power_grid.png
Scale bar: 20 um. Pins as bars on the die edge. Tap cells in gray.
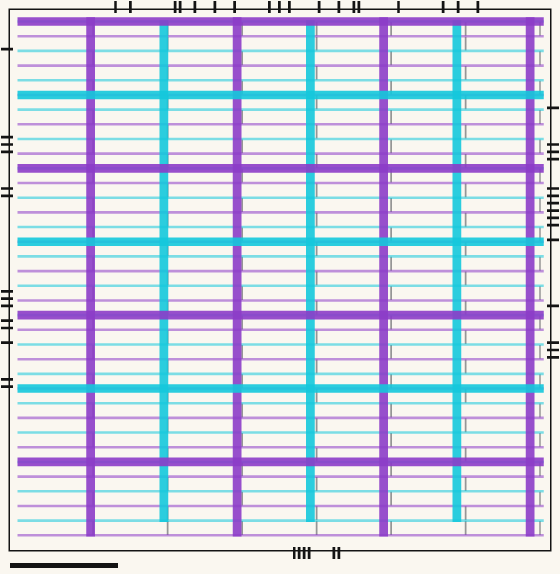
placement.png
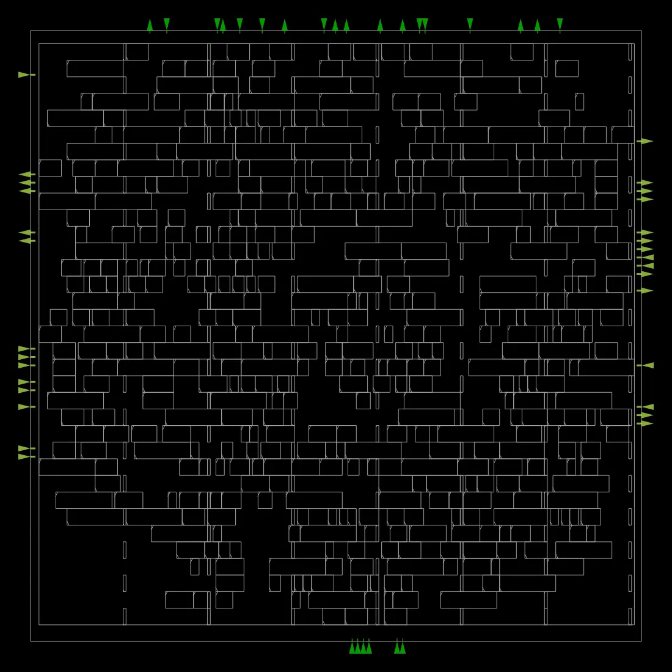
flops_by_reg.png
Scale bar: 20 um. Other sequential cells in the stronger gray, the rest of the logic in the fainter gray.
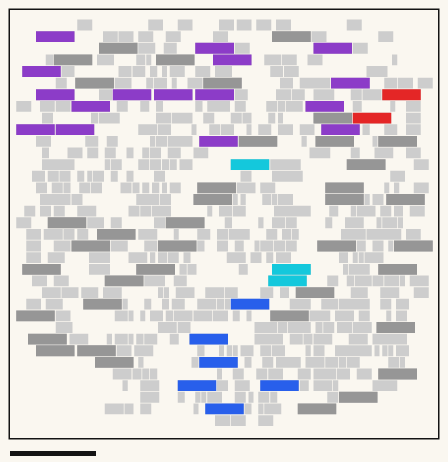
cell_density.png
Scale bar: 20 um. The die is cut into 10 by 10 equal tiles; white is low, dark blue is high, 0 to 100% covered.
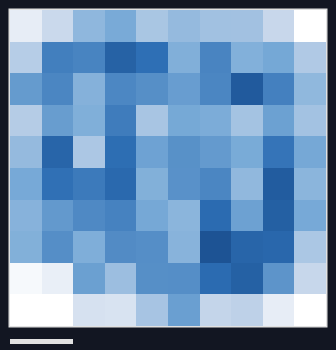
io_fan.png
Scale bar: 20 um.
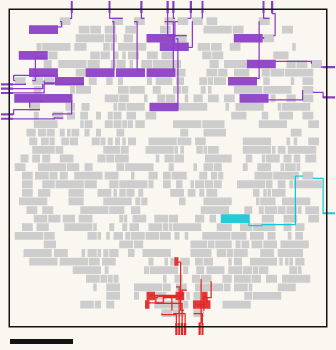
$ cat config.mk
export PLATFORM = sky130hd
export DESIGN_NAME = row_fetch_scheduler
export DESIGN_NICKNAME = d
export VERILOG_FILES = /design/src/rtl/row_fetch_scheduler_pkg.sv /design/src/rtl/row_fetch_scheduler_tracker.sv /design/src/rtl/row_fetch_scheduler.sv
export SDC_FILE = /design/constraint.sdc
export NUM_CORES = 1
export LEC_CHECK = 0
export CAP_MARGIN = 20
export CORE_UTILIZATION = 40
export CTS_CLUSTER_SIZE = 12
export DETAILED_ROUTE_END_ITERATION = 8
export HOLD_SLACK_MARGIN = 0.03
export PLACE_DENSITY_LB_ADDON = 0.08
export SETUP_SLACK_MARGIN = 0.05
export SLEW_MARGIN = 20
export SYNTH_ARGS = -nofsm -noshare
export SYNTH_HDL_FRONTEND = slang
export SYNTH_SLANG_ARGS = --single-unit
$ cat constraint.sdc
create_clock -name clk -period 4.25 [get_ports clk]
set_clock_uncertainty 0.1 [all_clocks]
set_input_delay 1.275 -clock clk [delete_from_list [all_inputs] [get_ports clk]]
set_output_delay 1.275 -clock clk [all_outputs]
set_load 0.005 [all_outputs]
$ cat src/rtl/row_fetch_scheduler_pkg.sv
// row_fetch_scheduler_pkg: shared states and sizing constants for the row fetch scheduler
package row_fetch_scheduler_pkg;
    localparam int ROW_SLOTS     = 4;
    localparam int WORDS_PER_ROW = 4;
    localparam int MIN_ROWS      = 3;
    typedef enum logic [2:0] {IDLE, FETCH, WAIT_ROW, HOLD, FINISH} state_t;
endpackage

$ cat src/rtl/row_fetch_scheduler_tracker.sv
// row_slot_tracker: head/tail/resident bookkeeping for the circular row RF slots
module row_slot_tracker
    import row_fetch_scheduler_pkg::*;
(
    input  logic       clk,
    input  logic       rst,
    input  logic       clear,
    input  logic       push,
    input  logic       pop,
    output logic [1:0] head,
    output logic [1:0] tail,
    output logic [2:0] resident,
    output logic [2:0] resident_nxt
);
    logic [1:0] head_q, head_d, tail_q, tail_d;
    logic [2:0] resident_q, resident_d;
    logic       pop_ok, push_ok;
    always_comb begin
        pop_ok     = pop && resident_q != 3'd0;
        push_ok    = push && (resident_q < 3'(ROW_SLOTS) || pop_ok);
        head_d     = clear ? 2'd0 : head_q + {1'b0, pop_ok};
        tail_d     = clear ? 2'd0 : tail_q + {1'b0, push_ok};
        resident_d = clear ? 3'd0 : resident_q + {2'b0, push_ok} - {2'b0, pop_ok};
    end
    always_ff @(posedge clk or posedge rst) begin
        if (rst) begin
            head_q     <= 2'd0;
            tail_q     <= 2'd0;
            resident_q <= 3'd0;
        end else begin
            head_q     <= head_d;
            tail_q     <= tail_d;
            resident_q <= resident_d;
        end
    end
    assign head         = head_q;
    assign tail         = tail_q;
    assign resident     = resident_q;
    assign resident_nxt = resident_d;
endmodule

$ cat src/rtl/row_fetch_scheduler.sv
// row_fetch_scheduler: fetches ifmap rows from DRAM into 4 row RFs and issues 3-row windows
module row_fetch_scheduler
    import row_fetch_scheduler_pkg::*;
(
    input  logic        clk,
    input  logic        rst,
    input  logic        start,
    input  logic [5:0]  img_rows,
    input  logic [15:0] base_addr,
    output logic        dram_req,
    output logic [15:0] dram_addr,
    input  logic        dram_ack,
    input  logic        row_done,
    output logic [1:0]  row_slot,
    output logic        win_valid,
    output logic [1:0]  win_base,
    input  logic        win_consume,
    output logic        busy,
    output logic        done,
    output logic        err
);
    state_t      state_q, state_d;
    logic [5:0]  rows_q, rows_d, fetch_row_q, fetch_row_d, win_cnt_q, win_cnt_d;
    logic [15:0] base_q, base_d, dram_addr_q, dram_addr_d;
    logic [1:0]  word_cnt_q, word_cnt_d;
    logic        dram_req_q, dram_req_d, busy_q, busy_d, done_q, done_d, err_q, err_d;
    logic        accept, push, pop, in_pass;
    logic [2:0]  resident, resident_nxt;
    assign in_pass   = state_q inside {FETCH, WAIT_ROW, HOLD};
    assign win_valid = in_pass && resident >= 3'(MIN_ROWS) && win_cnt_q < rows_q - 6'd2;
    assign accept    = start && state_q == IDLE;
    assign push      = row_done && state_q == WAIT_ROW;
    assign pop       = win_consume && win_valid;
    row_slot_tracker u_tracker (
        .clk          (clk),
        .rst          (rst),
        .clear        (accept),
        .push         (push),
        .pop          (pop),
        .head         (win_base),
        .tail         (row_slot),
        .resident     (resident),
        .resident_nxt (resident_nxt)
    );
    always_comb begin
        state_d     = state_q;
        rows_d      = rows_q;
        base_d      = base_q;
        fetch_row_d = fetch_row_q;
        word_cnt_d  = word_cnt_q;
        win_cnt_d   = win_cnt_q + {5'b0, pop};
        err_d       = err_q || (row_done && state_q != WAIT_ROW)
                            || (dram_ack && !dram_req_q && busy_q);
        if (accept) begin
            rows_d      = img_rows;
            base_d      = base_addr;
            fetch_row_d = 6'd0;
            word_cnt_d  = 2'd0;
            win_cnt_d   = 6'd0;
            state_d     = img_rows < 6'(MIN_ROWS) ? FINISH : FETCH;
        end else begin
            unique case (state_q)
                FETCH: if (dram_ack && dram_req_q) begin
                    word_cnt_d = word_cnt_q + 2'd1;
                    state_d    = word_cnt_q == 2'(WORDS_PER_ROW - 1) ? WAIT_ROW : FETCH;
                end
                WAIT_ROW: if (row_done) begin
                    fetch_row_d = fetch_row_q + 6'd1;
                    state_d     = (fetch_row_d < rows_q && resident_nxt < 3'(ROW_SLOTS)) ? FETCH : HOLD;
                end
                HOLD: state_d = (resident_nxt < 3'(ROW_SLOTS) && fetch_row_q < rows_q) ? FETCH : HOLD;
                FINISH: state_d = IDLE;
                default: state_d = state_q;
            endcase
            if (pop && win_cnt_d == rows_q - 6'd2)
                state_d = FINISH;
        end
        dram_req_d  = state_d == FETCH;
        dram_addr_d = dram_req_d ? base_d + {8'b0, fetch_row_d, word_cnt_d} : 16'd0;
        busy_d      = state_d inside {FETCH, WAIT_ROW, HOLD};
        done_d      = state_d == FINISH && state_q != FINISH;
    end
    always_ff @(posedge clk or posedge rst) begin
        if (rst) begin
            state_q     <= IDLE;
            rows_q      <= 6'd0;
            base_q      <= 16'd0;
            fetch_row_q <= 6'd0;
            word_cnt_q  <= 2'd0;
            win_cnt_q   <= 6'd0;
            dram_req_q  <= 1'b0;
            dram_addr_q <= 16'd0;
            busy_q      <= 1'b0;
            done_q      <= 1'b0;
            err_q       <= 1'b0;
        end else begin
            state_q     <= state_d;
            rows_q      <= rows_d;
            base_q      <= base_d;
            fetch_row_q <= fetch_row_d;
            word_cnt_q  <= word_cnt_d;
            win_cnt_q   <= win_cnt_d;
            dram_req_q  <= dram_req_d;
            dram_addr_q <= dram_addr_d;
            busy_q      <= busy_d;
            done_q      <= done_d;
            err_q       <= err_d;
        end
    end
    assign dram_req  = dram_req_q;
    assign dram_addr = dram_addr_q;
    assign busy      = busy_q;
    assign done      = done_q;
    assign err       = err_q;
endmodule
==> flow_summary.json <==
{
  "outcome": "finished, final reports clean",
  "inv_count": 17,
  "syn_nets": 416,
  "crit_type": "flip-flop to flip-flop",
  "final_cell_area_mm2": 0.00514,
  "pwr-share-seq_pct": 28.3,
  "worstHoldEndpoint": "err$_DFF_PP0_",
  "topCellsByArea": "dfrtp_1 43%, ha_1 11%, xnor2_1 5.0%, mux2_2 4.4%, xor2_1 3.2%",
  "place_area_mm2": 0.00477,
  "antenna_found_initial": 0,
  "yosys.area.top_type_share_pct": 42.9,
  "reg2regPathDepth": 18,
  "crit_arrival_ns": 4.30,
  "path_delay_family": "adder cells",
  "edf_count": 0,
  "antenna_cells": 0,
  "comb_power_share_pct": 58.9,
  "synth_flops": 66,
  "hold_start": "err$_DFF_PP0_",
  "logic_area_mm2": 0.00216,
  "rr_endpoint": "dram_addr[3]$_DFF_PP0_",
  "dieWidth_um": 100,
  "finalPower_w": 0.00379,
  "path_common_cell": "ha_1",
  "syn2layout_area_growth_pct": 33.6,
  "ir_drop_uv": 427,
  "seq_cell_power_w": 0.00107,
  "clkLatencyLatePin_ns": 0.35,
  "nClkBuffers": 12,
  "ant_nets": 0,
  "hold_depth": 2,
  "yosysUniqueCellTypes": 59,
  "grt_pass1_wl_um": 14400,
  "grt_max_degree": 37,
  "top_layer": "met4",
  "max_slew_margin_pct": 53.8,
  "setup_violations": 0,
  "largest_cell_class": "multi-input combinational cells",
  "r2r_slack_ns": 0.11,
  "switchingPower_w": 0.00147,
  "ys_sh_adder_pct": 11.8,
  "wl_met1_um": 4040,
  "post-place-ws_ns": -0.390,
  "synth_async_sr_flop_share_pct": 100,
  "clock_power_share_pct": 12.8,
  "yosysChipArea_mm2": 0.00385
}
Notes on power_grid.png above:
[VSS] purple
[VDD] cyan
met4 straps: 7
met1 rails: 36
signal pins: 53
rows: 35

Notes on placement.png above:
Final Util: 55.4%
std cell rows: 35
fraction of area in registers: 32.1%
Core Region: 0.00928 mm^2
Tap Cells: 129

Notes on flops_by_reg.png above:
[state_q] cyan | flops: 3
[u_tracker.tail] red | flops: 2
[rows_q] blue | flops: 6 | where: south
[dram_addr] purple | flops: 16
not colored: 39

Notes on cell_density.png above:
emptiest ninth of the die: south-west
fullest tile: 86%
nearly empty tiles: 4.0%
tiles over 75% full: 13%
mean over tiles: 50%

Notes on io_fan.png above:
[dram_addr] purple | bits: 16 | direction: output | end cells: 16 | buffers: 16 | wire: 312 um
[img_rows] red | bits: 6 | direction: input | end cells: 8 | buffers: 6 | wire: 138 um
[done] cyan | bits: 1 | direction: output | end cells: 1 | buffers: 1 | wire: 49.0 um

==> what timing repair did <==
item	CTS	global route
hold endpoints to repair	0	0
endpoints found under the setup margin	19	21
pin swaps	3	15
gates resized	8	20
buffers inserted	3	7
==> cells in the mapped netlist, types with 3 or more instances <==
cell type / number
o21ai_0: 16
clkbuf_1: 3
ha_1: 33
buf_6: 4
nor2_1: 25
nand3_1: 12
o211ai_1: 3
o21bai_1: 3
xnor2_1: 22
nand2b_1: 3
xor2_1: 14
dfrtp_1: 66
nor2b_1: 7
nor3_2: 9
nor3_1: 6
inv_1: 17
a21oi_1: 13
mux2_2: 15
mux2i_1: 3
a211oi_1: 5
nor3b_1: 4
a21o_1: 3
nand2_1: 21
a31oi_1: 3
Power and IR drop assume default switching activity.
